**src/rtl/aes_seq_pkg.sv**
```systemverilog
// aes_seq_pkg: shared definitions for the AES round sequencer.
//   - state_t       : sequencer FSM encoding
//   - KM_*          : KeyMode codes
//   - NR_*_DEF      : default round counts per key size
//   - nr_of_mode()  : maps a legal KeyMode to its round count
package aes_seq_pkg;

    typedef enum logic [2:0] {
        S_IDLE  = 3'd0,
        S_INIT  = 3'd1,
        S_ROUND = 3'd2,
        S_FINAL = 3'd3,
        S_DONE  = 3'd4
    } state_t;

    localparam logic [1:0] KM_128 = 2'b00;
    localparam logic [1:0] KM_192 = 2'b01;
    localparam logic [1:0] KM_256 = 2'b10;
    localparam logic [1:0] KM_ILL = 2'b11;

    localparam int NR_128_DEF = 10;
    localparam int NR_192_DEF = 12;
    localparam int NR_256_DEF = 14;

    // KM_ILL never reaches here (rejected before acceptance); it falls back to 128.
    function automatic int nr_of_mode(input logic [1:0] km, input int n128,
                                      input int n192, input int n256);
        case (km)
            KM_192:  return n192;
            KM_256:  return n256;
            default: return n128;
        endcase
    endfunction

endpackage

```
**src/rtl/aes_round_cnt.sv**
```systemverilog
// aes_round_cnt: W-bit round up-counter.
//   Clk, Rst (async, active-low) : clock / reset
//   Clr    : synchronous clear (wins over En)
//   En     : count enable
//   Limit  : runtime saturation value; Cnt never passes it
//   Cnt    : current count
module aes_round_cnt #(
    parameter int W = 4
) (
    input  logic         Clk,
    input  logic         Rst,
    input  logic         Clr,
    input  logic         En,
    input  logic [W-1:0] Limit,
    output logic [W-1:0] Cnt
);

    always_ff @(posedge Clk or negedge Rst) begin
        if (!Rst)
            Cnt <= '0;
        else if (Clr)
            Cnt <= '0;
        else if (En && (Cnt < Limit))
            Cnt <= Cnt + 1'b1;
    end

endmodule

```
**src/rtl/aes_round_seq.sv**
```systemverilog
// aes_round_seq: AES round control sequencer (IDLE -> INIT -> ROUND.. -> FINAL -> DONE).
//   Clk, Rst (async, active-low)
//   Start   : begin one block operation (accepted only in IDLE, legal KeyMode)
//   Stall   : freeze INIT/ROUND/FINAL for this cycle
//   KeyMode : 00=128, 01=192, 10=256, 11=illegal (ModeErr pulse)
//   Dec     : decrypt direction, present only with AES_DECRYPT_EN
//   Round   : current round 0..Nr
//   RkIdx   : round-key index (Round, or Nr-Round when decrypting)
//   SubEn, MixEn           : datapath enables
//   Busy, Done, ModeErr    : status
// Optional feature macro: AES_DECRYPT_EN (adds Dec and reversed key order).
module aes_round_seq
    import aes_seq_pkg::*;
#(
    parameter int CNT_W  = 4,
    parameter int NR_128 = NR_128_DEF,
    parameter int NR_192 = NR_192_DEF,
    parameter int NR_256 = NR_256_DEF
) (
    input  logic             Clk,
    input  logic             Rst,
    input  logic             Start,
    input  logic             Stall,
    input  logic [1:0]       KeyMode,
`ifdef AES_DECRYPT_EN
    input  logic             Dec,
`endif
    output logic [CNT_W-1:0] Round,
    output logic [CNT_W-1:0] RkIdx,
    output logic             SubEn,
    output logic             MixEn,
    output logic             Busy,
    output logic             Done,
    output logic             ModeErr
);

    state_t           state, state_nxt;
    logic [CNT_W-1:0] nr_q;
    logic             accept, mode_err_nxt, cnt_clr, cnt_en;

    always_ff @(posedge Clk or negedge Rst) begin
        if (!Rst) begin
            state   <= S_IDLE;
            nr_q    <= CNT_W'(NR_128);
            ModeErr <= 1'b0;
        end else begin
            state   <= state_nxt;
            ModeErr <= mode_err_nxt;
            if (accept)
                nr_q <= CNT_W'(nr_of_mode(KeyMode, NR_128, NR_192, NR_256));
        end
    end

    always_comb begin
        state_nxt    = state;
        accept       = 1'b0;
        mode_err_nxt = 1'b0;
        cnt_clr      = 1'b0;
        cnt_en       = 1'b0;
        SubEn        = 1'b0;
        MixEn        = 1'b0;
        Busy         = 1'b0;
        Done         = 1'b0;
        case (state)
            S_IDLE: begin
                cnt_clr = 1'b1;
                if (Start) begin
                    if (KeyMode == KM_ILL) begin
                        mode_err_nxt = 1'b1;
                    end else begin
                        accept    = 1'b1;
                        state_nxt = S_INIT;
                    end
                end
            end
            S_INIT: begin
                Busy = 1'b1;
                if (!Stall) begin
                    cnt_en    = 1'b1;
                    state_nxt = S_ROUND;
                end
            end
            S_ROUND: begin
                Busy  = 1'b1;
                SubEn = 1'b1;
                MixEn = 1'b1;
                if (!Stall) begin
                    cnt_en = 1'b1;
                    // Last full round: the increment lands on Nr as we enter FINAL.
                    if (Round == nr_q - 1'b1)
                        state_nxt = S_FINAL;
                end
            end
            S_FINAL: begin
                Busy  = 1'b1;
                SubEn = 1'b1;
                if (!Stall)
                    state_nxt = S_DONE;
            end
            S_DONE: begin
                Done      = 1'b1;
                cnt_clr   = 1'b1;  // Round shows Nr here, 0 back in IDLE
                state_nxt = S_IDLE;
            end
            default: state_nxt = S_IDLE;
        endcase
    end

    aes_round_cnt #(.W(CNT_W)) u_cnt (
        .Clk   (Clk),
        .Rst   (Rst),
        .Clr   (cnt_clr),
        .En    (cnt_en),
        .Limit (nr_q),
        .Cnt   (Round)
    );

`ifdef AES_DECRYPT_EN
    logic dec_q;

    always_ff @(posedge Clk or negedge Rst) begin
        if (!Rst)
            dec_q <= 1'b0;
        else if (accept)
            dec_q <= Dec;
    end

    // Reverse key order only while an operation is live so IDLE reads 0.
    assign RkIdx = (dec_q && (state != S_IDLE)) ? (nr_q - Round) : Round;
`else
    assign RkIdx = Round;
`endif

endmodule

```
**config.mk**
```make
export PLATFORM = sky130hd
export DESIGN_NAME = aes_round_seq
export DESIGN_NICKNAME = d
export VERILOG_FILES = /design/src/rtl/aes_seq_pkg.sv /design/src/rtl/aes_round_cnt.sv /design/src/rtl/aes_round_seq.sv
export SDC_FILE = /design/constraint.sdc
export NUM_CORES = 1
export LEC_CHECK = 0
export ABC_AREA = 1
export CAP_MARGIN = 0
export CORE_MARGIN = 2
export CORE_UTILIZATION = 40
export DETAILED_ROUTE_END_ITERATION = 7
export PLACE_DENSITY = 0.68
export SYNTH_ARGS = -nofsm -noshare
export SYNTH_HDL_FRONTEND = slang
export SYNTH_SLANG_ARGS = --single-unit
```
**constraint.sdc**
```tcl
create_clock -name Clk -period 4.6 [get_ports Clk]
set_clock_uncertainty 0.15 [all_clocks]
set_input_delay 0.46 -clock Clk [delete_from_list [all_inputs] [get_ports Clk]]
set_output_delay 0.46 -clock Clk [all_outputs]
set_load 0.03 [all_outputs]
```
Fig. 1: run 1, register map, names as in the netlist
Scale bar: 10 um. Other sequential cells in the stronger grey, the rest of the logic in the fainter grey.
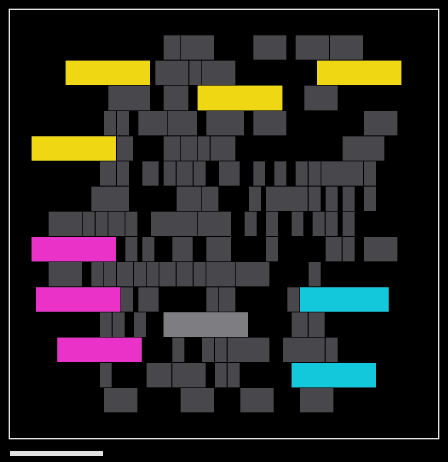
- cyan: nr_q (flops 2)
- yellow: u_cnt.Cnt (flops 4)
- magenta: state (flops 3)

Fig. 2: run 1, cell density map
Scale bar: 10 um. The die is cut into 9 by 9 equal tiles; dark purple is low, yellow is high, 0 to 100% covered.
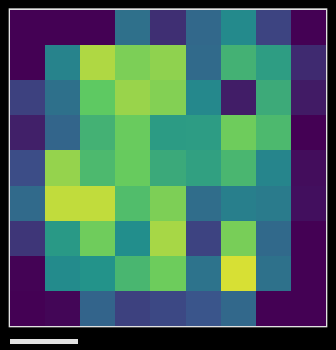
- nearly empty tiles: 16%
- densest ninth of the die: centre
- mean over tiles: 42%
- fullest tile: 94%
- tiles over 75% full: 22%

Fig. 3: run 1, clock nets
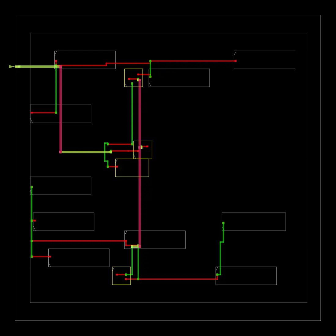
Sink Count: 10
num sequential: 10
clk ins delay skew pair: 0.27 ns
clkbuf count: 4

Fig. 4: run 1, wiring by layer
Two of the layers only.
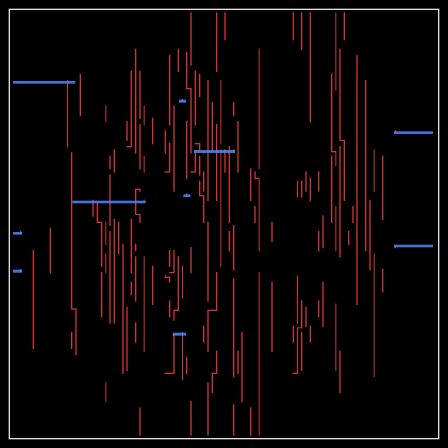
- red: M2 (wire length 718 um)
- blue: M3 (wire length 29.0 um)

==> Flow_metrics.wiki, run 1 <==
=== Physical design figures ===
{| class="wikitable"
! Metric !! Value
|-
| Overall power || 592.7 uW
|-
| Global-route wire length before repair || 2373 um
|-
| Worst path max stage delay || 0.68 ns
|-
| Synthesized area divided by synthesized cell count || 7.429 um^2
|-
| 1st-iter DRT viols || 14
|-
| Fin Setup TNS || 0 ns
|-
| Worst EP arrival || 1.72 ns
|-
| Post-route ant nets || 0
|-
| Worst-Margin Slew || 0.4939 ns
|-
| Resized Gates After CTS || 0
|-
| Maximum net fanout on the critical path || 9
|-
| I/O pin total || 19
|-
| Total track usage || 0.1633
|-
| Detailed-routing iteration count for the pre-antenna-repair pass || 4
|-
| Synthesis-to-finish area growth || 30.53%
|-
| Tightest hold margin || 0.3601 ns
|-
| Clock tree from TritonCTS || built
|-
| Area of the die || 2137 um^2
|-
| Post-Layout Inst Area || 930.9 um^2
|-
| Die width || 46.23 um
|-
| Max-cap viol count || 0
|-
| Number of nets in the finished design || 127
|-
| Part of the power in registers || 0.257
|-
| Pin count of the biggest net entering global routing || 11
|-
| Worst max-slew margin expressed relative to the limit || 0.6697
|-
| H-tree level count || 1
|-
| Logic gate share of total power || 0.603
|-
| Proportion of total power due to net switching || 0.4875
|-
| Final Hold Vio Count || 0
|-
| Setup Buffers After CTS || 0
|-
| Critical path buffer and inverter count || 2
|-
| CTS Root Cell || sky130_fd_sc_hd__clkbuf_4
|-
| Tool warning count || 27
|-
| Final tally of max-slew violations || 0
|-
| Number of distinct library cells after synthesis || 18
|-
| Final Non-Filler Cells || 139
|-
| Clock slew seen by the registers of the worst setup and hold paths || 0.07 ns
|-
| Required time of the worst setup path || 3.99 ns
|-
| Capturing element of the worst setup path || Done
|-
| Status || complete, no violations
|-
| Crit-path leading delay family || buffers and inverters
|-
| Worst hold path class || in -> async
|-
| Cells on worst reg2reg path || 8
|-
| Synthesis area per yosys || 713.2 um^2
|-
| Type of element capturing the critical path || output port
|-
| Unrepaired setup endpoints after global routing || no
|-
| Number of global-route vias before repair || 602
|-
| Site row count || 15
|-
| Initial cell density of the core || 0.4176
|-
| Post-cts hold buffer count || 0
|-
| Core utilization of the finished layout || 0.5451
|-
| Count of cell instances traversed by the critical path || 4
|-
| RR Endpoint || state[0]$_DFFE_PN0P_
|-
| Reg-to-reg startpoint || nr_q[1]$_DFFE_PN1P_
|-
| Register-to-register setup slack || 2.83 ns
|-
| Maximum number of buffers from clock root to sink || 2
|-
| Synthesized instance count || 96
|-
| Via-to-Cell Ratio || 4.619
|-
| Critical-path cell with the highest stage delay || sky130_fd_sc_hd__clkdlybuf4s50_1
|-
| Yosys warns || 0
|-
| Routed WL || 1474 um
|-
| Internal power contribution || 303.7 uW
|-
| Cell total in the yosys stat output || 96
|-
| CP startpoint kind || flop
|-
| Crit path from || state[1]$_DFFE_PN0P_
|-
| Pwr per Cell Area || 636.7 nW/um^2
|}
## run 1: state kept, by name (all words and copies together), names as in the netlist
signal     cells
nr_q           2
state          3
u_cnt.Cnt      4
ModeErr        1
## run 1: placed cells by master (no fill, tap or decap)
cell type / n
sky130_fd_sc_hd__ha_1: 6
sky130_fd_sc_hd__clkdlybuf4s50_1: 18
sky130_fd_sc_hd__nand2_1: 22
sky130_fd_sc_hd__nor2_1: 9
sky130_fd_sc_hd__nand2_4: 1
sky130_fd_sc_hd__nand3_2: 1
sky130_fd_sc_hd__o21bai_1: 1
sky130_fd_sc_hd__o21ai_0: 2
sky130_fd_sc_hd__nand3_1: 14
sky130_fd_sc_hd__dfrtp_1: 9
sky130_fd_sc_hd__inv_1: 17
sky130_fd_sc_hd__dfstp_2: 1
sky130_fd_sc_hd__nand3b_1: 1
sky130_fd_sc_hd__inv_2: 1
sky130_fd_sc_hd__nand2_2: 3
sky130_fd_sc_hd__xor2_1: 2
sky130_fd_sc_hd__o21ai_2: 1
sky130_fd_sc_hd__nor2_4: 1
sky130_fd_sc_hd__clkbuf_8: 1
sky130_fd_sc_hd__clkbuf_4: 3
## run 1: power by group through the flow
stage                     Clock (mW)  Combinational [mW]  Sequential (mW)
final                         0.0831               0.358            0.152
after CTS                     0.0858               0.361            0.153
after floorplan                    0               0.249            0.163
after global placement             0               0.353            0.152
after detailed placement           0               0.359            0.155
after global routing          0.0882               0.399            0.157
## run 1: synthesized netlist by cell type, types with 2 or more instances
cell type / n / area [um^2]
sky130_fd_sc_hd__nand2_2: 3 / 18.77
sky130_fd_sc_hd__xor2_1: 2 / 17.52
sky130_fd_sc_hd__nand2_1: 22 / 82.58
sky130_fd_sc_hd__nor2_1: 9 / 33.78
sky130_fd_sc_hd__buf_4: 4 / 30.03
sky130_fd_sc_hd__ha_1: 6 / 75.07
sky130_fd_sc_hd__inv_1: 17 / 63.81
sky130_fd_sc_hd__nand3_1: 14 / 70.07
sky130_fd_sc_hd__o21ai_0: 2 / 10.01
sky130_fd_sc_hd__dfrtp_1: 9 / 225.2
## run 1: area by class of cell
type / count / area [um^2]
fillers: 163 / 777.0
well taps: 25 / 31.28
multi-input cells: 64 / 364.1
repair buffers: 18 / 180.2
inverters: 18 / 67.56
flip-flops and latches: 10 / 251.5
clock buffers: 4 / 36.28
## run 1: logic make-up (layout without fill, tap and decap cells)
group / Yosys count / in the layout / synth area share
adders and majority gates: 6 / 6 / 0.1053
AOI/OAI and AO/OA: 4 / 4 / 0.03685
buffers and inverters: 22 / 40 / 0.1368
and+or+nand+nor: 52 / 52 / 0.3439
xor gates and xnor gates: 2 / 2 / 0.02457
DFF: 10 / 10 / 0.3526
## run 1: layer usage
metal	global-route usage	vias to the layer above	wire length (um)
met2	0.2583	11	717
met1	0.2057	297	689
met4	0.1029	0	38
met3	0.02353	5	28
met5	0	-	0
li1	-	329	-
Fig. 5: run 1, routed metal per tile
The die is cut into 9 by 9 equal tiles; dark purple is low, yellow is high, scaled to the fullest tile. Values are wire area over tile area, all layers added.
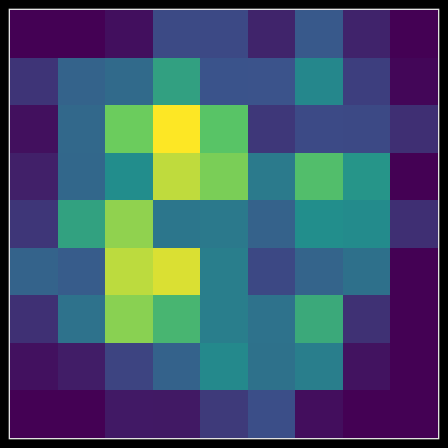

==> run 2: changes to the inputs <==
==> constraint.sdc (replaced) <==
create_clock -name Clk -period 2.2 [get_ports Clk]
set_clock_uncertainty 0.15 [all_clocks]
set_input_delay 0.22 -clock Clk [delete_from_list [all_inputs] [get_ports Clk]]
set_output_delay 0.22 -clock Clk [all_outputs]
set_load 0.03 [all_outputs]
Fig. 6: run 2, routed metal per tile
The die is cut into 9 by 9 equal tiles; dark purple is low, yellow is high, scaled to the fullest tile. Values are wire area over tile area, all layers added.
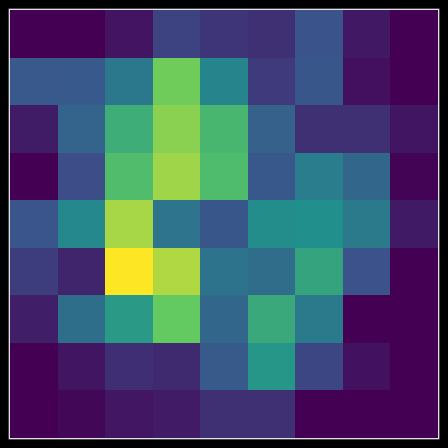
- tiles over half the peak: 19%
- fullest tile: 0.37
- mean over tiles: 0.10
- nearly empty tiles: 20%
- densest ninth of the die: centre
- emptiest ninth of the die: lower right

==> Flow_metrics.wiki, run 2 <==
=== Physical design figures ===
{| class="wikitable"
! Metric !! Value
|-
| Clock tree from TritonCTS || built
|-
| Internal power contribution || 605.3 uW
|-
| Required time of the worst setup path || 1.83 ns
|-
| Maximum net fanout on the critical path || 9
|-
| Most flop-heavy register || u_cnt.Cnt
|-
| Top cell types by occurrence after synthesis || sky130_fd_sc_hd__nand2_1 (22), sky130_fd_sc_hd__inv_1 (17), sky130_fd_sc_hd__nand3_1 (14)
|-
| Synthesis-to-finish area growth || 29.12%
|-
| Number of nets in the finished design || 127
|-
| 1st-iter DRT viols || 7
|-
| Post-cts hold buffer count || 0
|-
| RR Endpoint || state[1]$_DFFE_PN0P_
|-
| Max-cap viol count || 0
|-
| I/O pin total || 19
|-
| Most frequently placed logic cell in the final layout || sky130_fd_sc_hd__nand2_1
|-
| Synthesis area per yosys || 713.2 um^2
|-
| Detailed-routing iteration count for the pre-antenna-repair pass || 4
|-
| Status || complete, no violations
|-
| Core utilization of the finished layout || 0.5392
|-
| Via-to-Cell Ratio || 4.568
|-
| Worst-Margin Slew || 0.4761 ns
|-
| Logic gate share of total power || 0.621
|-
| Worst max-slew margin expressed relative to the limit || 0.6816
|-
| Most frequently used cell type in the post-synthesis netlist || sky130_fd_sc_hd__nand2_1
|-
| Cells on worst reg2reg path || 8
|-
| Setup Buffers After CTS || 0
|-
| Final Hold Vio Count || 0
|-
| Top area cell types || sky130_fd_sc_hd__dfrtp_1 (32%), sky130_fd_sc_hd__nand2_1 (12%), sky130_fd_sc_hd__ha_1 (11%)
|-
| Critical-path cell with the highest stage delay || sky130_fd_sc_hd__clkdlybuf4s50_1
|-
| Die width || 46.23 um
|-
| Post-Layout Inst Area || 920.9 um^2
|-
| Unrepaired setup endpoints after global routing || no
|-
| Synthesized instance count || 96
|-
| Clk ins delay skew pair || 0.28 ns
|-
| Fin Setup TNS || 0 ns
|-
| Registers with the most flip-flops || u_cnt.Cnt (4), state (3), nr_q (2)
|-
| Number of flip-flops in the largest register || 4
|-
| Sink Count || 10
|-
| Yosys top cell by area || sky130_fd_sc_hd__dfrtp_1
|-
| Highest-count cells in the layout ignoring fill and taps || sky130_fd_sc_hd__nand2_1 (22), sky130_fd_sc_hd__clkdlybuf4s50_1 (18), sky130_fd_sc_hd__inv_1 (17)
|-
| Worst hold path class || in -> async
|-
| Filler cell count in the final layout || 163
|-
| Synthesized area divided by synthesized cell count || 7.429 um^2
|-
| Worst path max stage delay || 0.68 ns
|-
| Clock slew seen by the registers of the worst setup and hold paths || 0.08 ns
|-
| Initial cell density of the core || 0.4176
|-
| Pin count of the biggest net entering global routing || 11
|-
| Part of the power in registers || 0.263
|-
| Type of element capturing the critical path || output port
|-
| Top cell area share || 0.3158
|-
| Cell total in the yosys stat output || 96
|-
| CTS Root Cell || sky130_fd_sc_hd__clkbuf_4
|-
| Maximum number of buffers from clock root to sink || 2
|-
| Post-route ant nets || 0
|-
| Yosys warns || 0
|-
| Routed WL || 1414 um
|-
| Proportion of total power due to net switching || 0.4959
|-
| Global-route wire length before repair || 2387 um
|-
| Pwr per Cell Area || 1304 nW/um^2
|-
| Worst EP arrival || 1.72 ns
|-
| H-tree level count || 1
|-
| Reg-to-reg startpoint || nr_q[1]$_DFFE_PN1P_
|-
| Number of global-route vias before repair || 567
|}
Fig. 7: run 2, register map, names as in the netlist
Scale bar: 10 um. Other sequential cells in the stronger grey, the rest of the logic in the fainter grey.
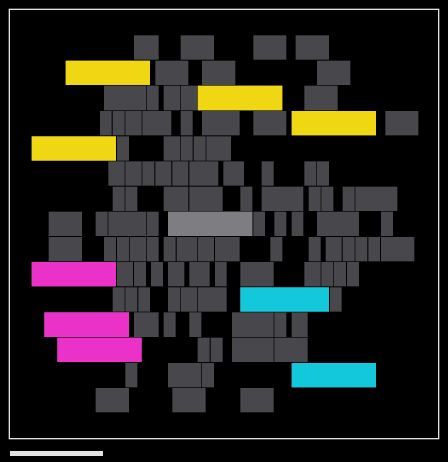
- magenta: state (flops 3)
- cyan: nr_q (flops 2)
- yellow: u_cnt.Cnt (flops 4)

run 2: cell counts after synthesis:
No cell type changed its count.
run 2: power groups by stage:
stage                     registers [mW]  logic, mW  clock network, mW
after floorplan                    0.341      0.520                  0
final                              0.315      0.746              0.140
after detailed placement           0.320      0.751                  0
after global placement             0.319      0.735                  0
after CTS                          0.316      0.754              0.144
after global routing               0.330      0.838              0.150
run 2: kinds of logic (layout without fill, tap and decap cells):
group / count (synthesis) / after routing / share of synthesized area
adders and majority gates: 6 / 6 / 0.1053
AOI/OAI and AO/OA: 4 / 4 / 0.03685
xor gates and xnor gates: 2 / 2 / 0.02457
and+or+nand+nor: 52 / 52 / 0.3439
buffers and inverters: 22 / 40 / 0.1368
DFF: 10 / 10 / 0.3526
run 2: cell type report:
cell class	instances	area, um^2	area share
Multi-Input combinational cell	64	364.1	0.3954
Inverter	18	67.56	0.07337
Sequential cell	10	251.5	0.2731
Tap cell	25	31.28	0.03397
Clock buffer	4	26.28	0.02853
Timing Repair Buffer	18	180.2	0.1957
run 2: metal layers:
layer / share of wire / global-route usage / up-vias
met4: 0.030 / 0.1029 / 0
met5: 0 / 0 / -
li1: - / - / 329
met2: 0.48 / 0.2361 / 12
met3: 0.021 / 0.02353 / 5
met1: 0.47 / 0.2182 / 289
run 2: critical path: cells and delay by family (launching register included):
family | cells | cell delay [ns]
buffers and inverters | 2 | 0.82
flip-flops | 1 | 0.42
AND/OR/NAND/NOR | 2 | 0.21
run 2: per-stage QoR:
step	std cells	total power [mW]	hold slack (ns)
floorplan	96	0.8610	-0.2256
global placement	135	1.054	0.3260
detailed placement	135	1.071	0.3466
CTS	139	1.214	0.1323
global route	139	1.317	0.1542
finish	139	1.201	0.1092
run 2: how the worst max path moves through the flow:
stage	slack (ns)	startpoint	depth (start not counted)	end
floorplan	0.48	u_cnt.Cnt[1]$_DFFE_PN0P_	8	state[0]$_DFFE_PN0P_
global placement	0.45	state[1]$_DFFE_PN0P_	4	Done
detailed placement	0.43	state[1]$_DFFE_PN0P_	4	Done
CTS	0.12	state[1]$_DFFE_PN0P_	4	Done
global route	0.03	state[1]$_DFFE_PN0P_	4	Done
finish	0.11	state[1]$_DFFE_PN0P_	4	Done
Fig. 8: run 2, cell density map
Scale bar: 10 um. The die is cut into 9 by 9 equal tiles; dark purple is low, yellow is high, 0 to 100% covered.
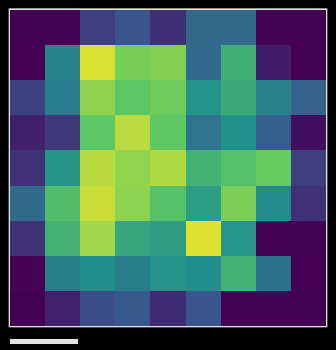

==> run 3: changes to the inputs <==
--- a/config.mk
+++ b/config.mk
@@ -7,7 +7,6 @@
 export LEC_CHECK = 0
 export ABC_AREA = 1
 export CAP_MARGIN = 0
-export CORE_MARGIN = 2
 export CORE_UTILIZATION = 40
 export DETAILED_ROUTE_END_ITERATION = 7
 export PLACE_DENSITY = 0.68
Fig. 9: run 3, cell density map
Scale bar: 10 um. The die is cut into 9 by 9 equal tiles; dark purple is low, yellow is high, 0 to 100% covered.
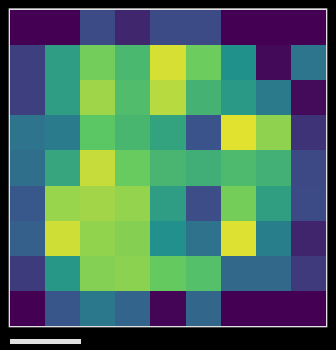
- emptiest ninth of the die: upper right
- mean over tiles: 46%
- fullest tile: 96%
- nearly empty tiles: 12%

Fig. 10: run 3, routed metal per tile
The die is cut into 9 by 9 equal tiles; dark purple is low, yellow is high, scaled to the fullest tile. Values are wire area over tile area, all layers added.
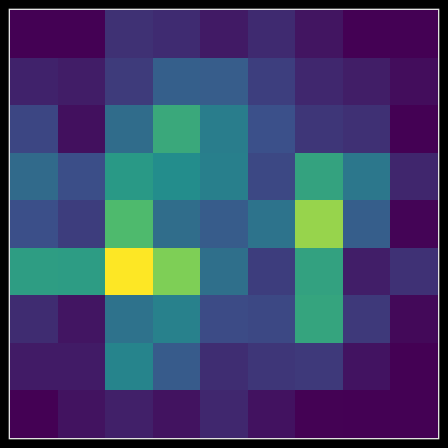
- nearly empty tiles: 14%
- mean over tiles: 0.11
- densest ninth of the die: middle left
- emptiest ninth of the die: upper right

==> Flow_metrics.wiki, run 3 <==
=== Physical design figures ===
{| class="wikitable"
! Metric !! Value
|-
| Status || complete, no violations
|-
| Last weighted congestion value of the routability-driven placer || 0.8190
|-
| Worst vdd rail ir drop || 796.8 uV
|-
| Top cell area share || 0.3158
|-
| Synthesis-to-finish area growth || 28.95%
|-
| GRT overflow || 0
|-
| Core region area || 1577 um^2
|-
| Sink Count || 10
|-
| Highest-count cells in the layout ignoring fill and taps || sky130_fd_sc_hd__nand2_1 (22), sky130_fd_sc_hd__clkdlybuf4s50_1 (18), sky130_fd_sc_hd__inv_1 (17)
|-
| Synthesis area per yosys || 713.2 um^2
|-
| Top area cell types || sky130_fd_sc_hd__dfrtp_1 (32%), sky130_fd_sc_hd__nand2_1 (12%), sky130_fd_sc_hd__ha_1 (11%)
|-
| Final tally of max-slew violations || 0
|-
| Worst Setup Slack post-DPL || 0.4277 ns
|-
| Pwr per Cell Area || 1336 nW/um^2
|-
| Number of flops mapped to enable cells by yosys || 0
|-
| Worst-Margin Slew || 0.4690 ns
|-
| Yosys warns || 0
|-
| CTS Root Cell || sky130_fd_sc_hd__clkbuf_4
|-
| Top cell types by occurrence after synthesis || sky130_fd_sc_hd__nand2_1 (22), sky130_fd_sc_hd__inv_1 (17), sky130_fd_sc_hd__nand3_1 (14)
|-
| Highest Clock Rate || 480.2 MHz
|-
| Number of port buffers || 18
|-
| Resized Gates After CTS || 0
|-
| Cells on worst reg2reg path || 8
|-
| H-tree level count || 1
|-
| Total leakage power || 0.4838 nW
|-
| Registers with the most flip-flops || u_cnt.Cnt (4), state (3), nr_q (2)
|-
| Yosys top cell by area || sky130_fd_sc_hd__dfrtp_1
|-
| Final Non-Filler Cells || 130
|-
| Unrepaired setup endpoints after global routing || no
|-
| Detailed-route via count || 618
|-
| Post-synthesis sequential element count || 10
|-
| Post-route ant nets || 0
|-
| Register-to-register setup slack || 0.45 ns
|-
| Required time of the worst setup path || 1.83 ns
|-
| Site row count || 14
|-
| Core utilization of the finished layout || 0.5833
|-
| Total inserted antenna cells || 0
|-
| Net count of the mapped netlist || 108
|-
| Synthesized instance count || 96
|-
| Final Hold Vio Count || 0
|-
| Clk ins delay skew pair || 0.27 ns
|-
| I/O pin total || 19
|-
| Fraction of synthesis flops using an asynchronous set or reset pin || 1.000
|-
| Prevailing post-synth register cell || sky130_fd_sc_hd__dfrtp_1
|-
| Initial cell density of the core || 0.4524
|-
| Detailed-routing iteration count for the pre-antenna-repair pass || 6
|-
| Worst max-slew margin expressed relative to the limit || 0.6864
|-
| Number of flip-flops in the largest register || 4
|-
| Max-cap viol count || 0
|-
| Sequential cell area fraction in the yosys report || 0.3526
|-
| Type of element capturing the critical path || output port
|-
| Routed WL || 1317 um
|-
| Number of nets in the finished design || 127
|-
| Half-perimeter wire length of the detailed placement result || 1060 um
|-
| Tool warning count || 27
|-
| Reg-to-reg startpoint || nr_q[1]$_DFFE_PN1P_
|-
| Kind of critical path || reg -> out
|-
| Cell area after synthesis || 713.2 um^2
|-
| Post-cts hold buffer count || 0
|-
| Total of endpoints with negative setup slack in the final report || 0
|-
| Synthesized area divided by synthesized cell count || 7.429 um^2
|-
| Num CTS Buffers || 3
|-
| Initial antenna violation count || 0
|-
| Fin crit period || 2.083 ns
|-
| Fin Setup TNS || 0 ns
|-
| Crit path from || state[1]$_DFFE_PN0P_
|-
| Number of distinct library cells after synthesis || 18
|-
| CP startpoint kind || flop
|-
| Area of the die || 1956 um^2
|-
| Worst hold path class || in -> async
|-
| Clock tree from TritonCTS || built
|-
| 1st-iter DRT viols || 9
|-
| Number of global-route vias before repair || 566
|-
| Placed Instances || 126
|-
| Worst EP arrival || 1.71 ns
|-
| Filler cell count in the final layout || 148
|-
| Most frequently placed logic cell in the final layout || sky130_fd_sc_hd__nand2_1
|-
| Most flop-heavy register || u_cnt.Cnt
|-
| RR Endpoint || state[0]$_DFFE_PN0P_
|-
| Maximum net fanout on the critical path || 9
|-
| Via-to-Cell Ratio || 4.754
|-
| Pin count of the biggest net entering global routing || 11
|-
| Most frequently used cell type in the post-synthesis netlist || sky130_fd_sc_hd__nand2_1
|-
| Global-route wire length before repair || 2332 um
|-
| Clock slew seen by the registers of the worst setup and hold paths || 0.07 ns
|-
| Total track usage || 0.1719
|-
| Maximum number of buffers from clock root to sink || 2
|-
| Slack of the critical path || 0.1175 ns
|-
| Final worst-path cycle share || 0.9466
|-
| # DRC || 0
|-
| Routed WL per cell || 10.13 um
|-
| Die height || 44.23 um
|-
| Tightest hold margin || 0.1145 ns
|-
| Setup Buffers After CTS || 0
|-
| Die width || 44.23 um
|-
| Cell total in the yosys stat output || 96
|-
| Layout cells sized above 1 || 0.1140
|}
[run 3: cell counts after synthesis]
No cell type changed its count.
[run 3: worst max path at each step]
stage,to,slack (ns),cells past startpoint
finish,Done,0.12,4
global route,Done,0.02,4
CTS,Done,0.11,4
detailed placement,Done,0.43,4
global placement,Done,0.45,4
floorplan,state[0]$_DFFE_PN0P_,0.48,8
[run 3: per-stage QoR]
step	instance area [um^2]	power, mW
finish	919.6	1.228
global route	919.6	1.346
CTS	919.6	1.243
detailed placement	883.3	1.068
global placement	883.3	1.054
floorplan	713.2	0.8610
[run 3: layout make-up]
type,count,area [um^2],share of cell area
multi-input combinational,64,364.1,0.3959
sequential,10,251.5,0.2735
timing repair buffer,18,180.2,0.1959
inverter,18,67.56,0.07347
clock buffer,4,36.28,0.03946
tap,16,20.02,0.02177
[run 3: power by group]
group	internal [mW]	total (mW)	switching [mW]
combinational	0.285	0.741	0.456
clock	0.101	0.169	0.0685
sequential	0.251	0.318	0.0668
total	0.637	1.23	0.592
[run 3: critical path, cell delays in order (launching register included)]
cell,delay (ns)
sky130_fd_sc_hd__dfrtp_1,0.42
sky130_fd_sc_hd__inv_1,0.14
sky130_fd_sc_hd__nand2_4,0.10
sky130_fd_sc_hd__nor2_1,0.10
sky130_fd_sc_hd__clkdlybuf4s50_1,0.68
[run 3: kinds of logic after synthesis]
group                    share of synthesized area
AND-OR/OR-AND                              0.03685
flip-flops                                  0.3526
adder cells (fa/ha/maj)                     0.1053
XOR/XNOR                                   0.02457
buffers and inverters                       0.1368
AND/OR/NAND/NOR                             0.3439
[run 3: layer usage]
| metal | track usage | part of all wire | vias up |
|---|---|---|---|
| li1 | - | - | 331 |
| met1 | 0.2231 | 0.49 | 268 |
| met2 | 0.2353 | 0.44 | 15 |
| met3 | 0.07755 | 0.046 | 4 |
| met4 | 0.09697 | 0.024 | 0 |
| met5 | 0 | 0 | - |
Power is estimated from default activity; no workload was simulated.
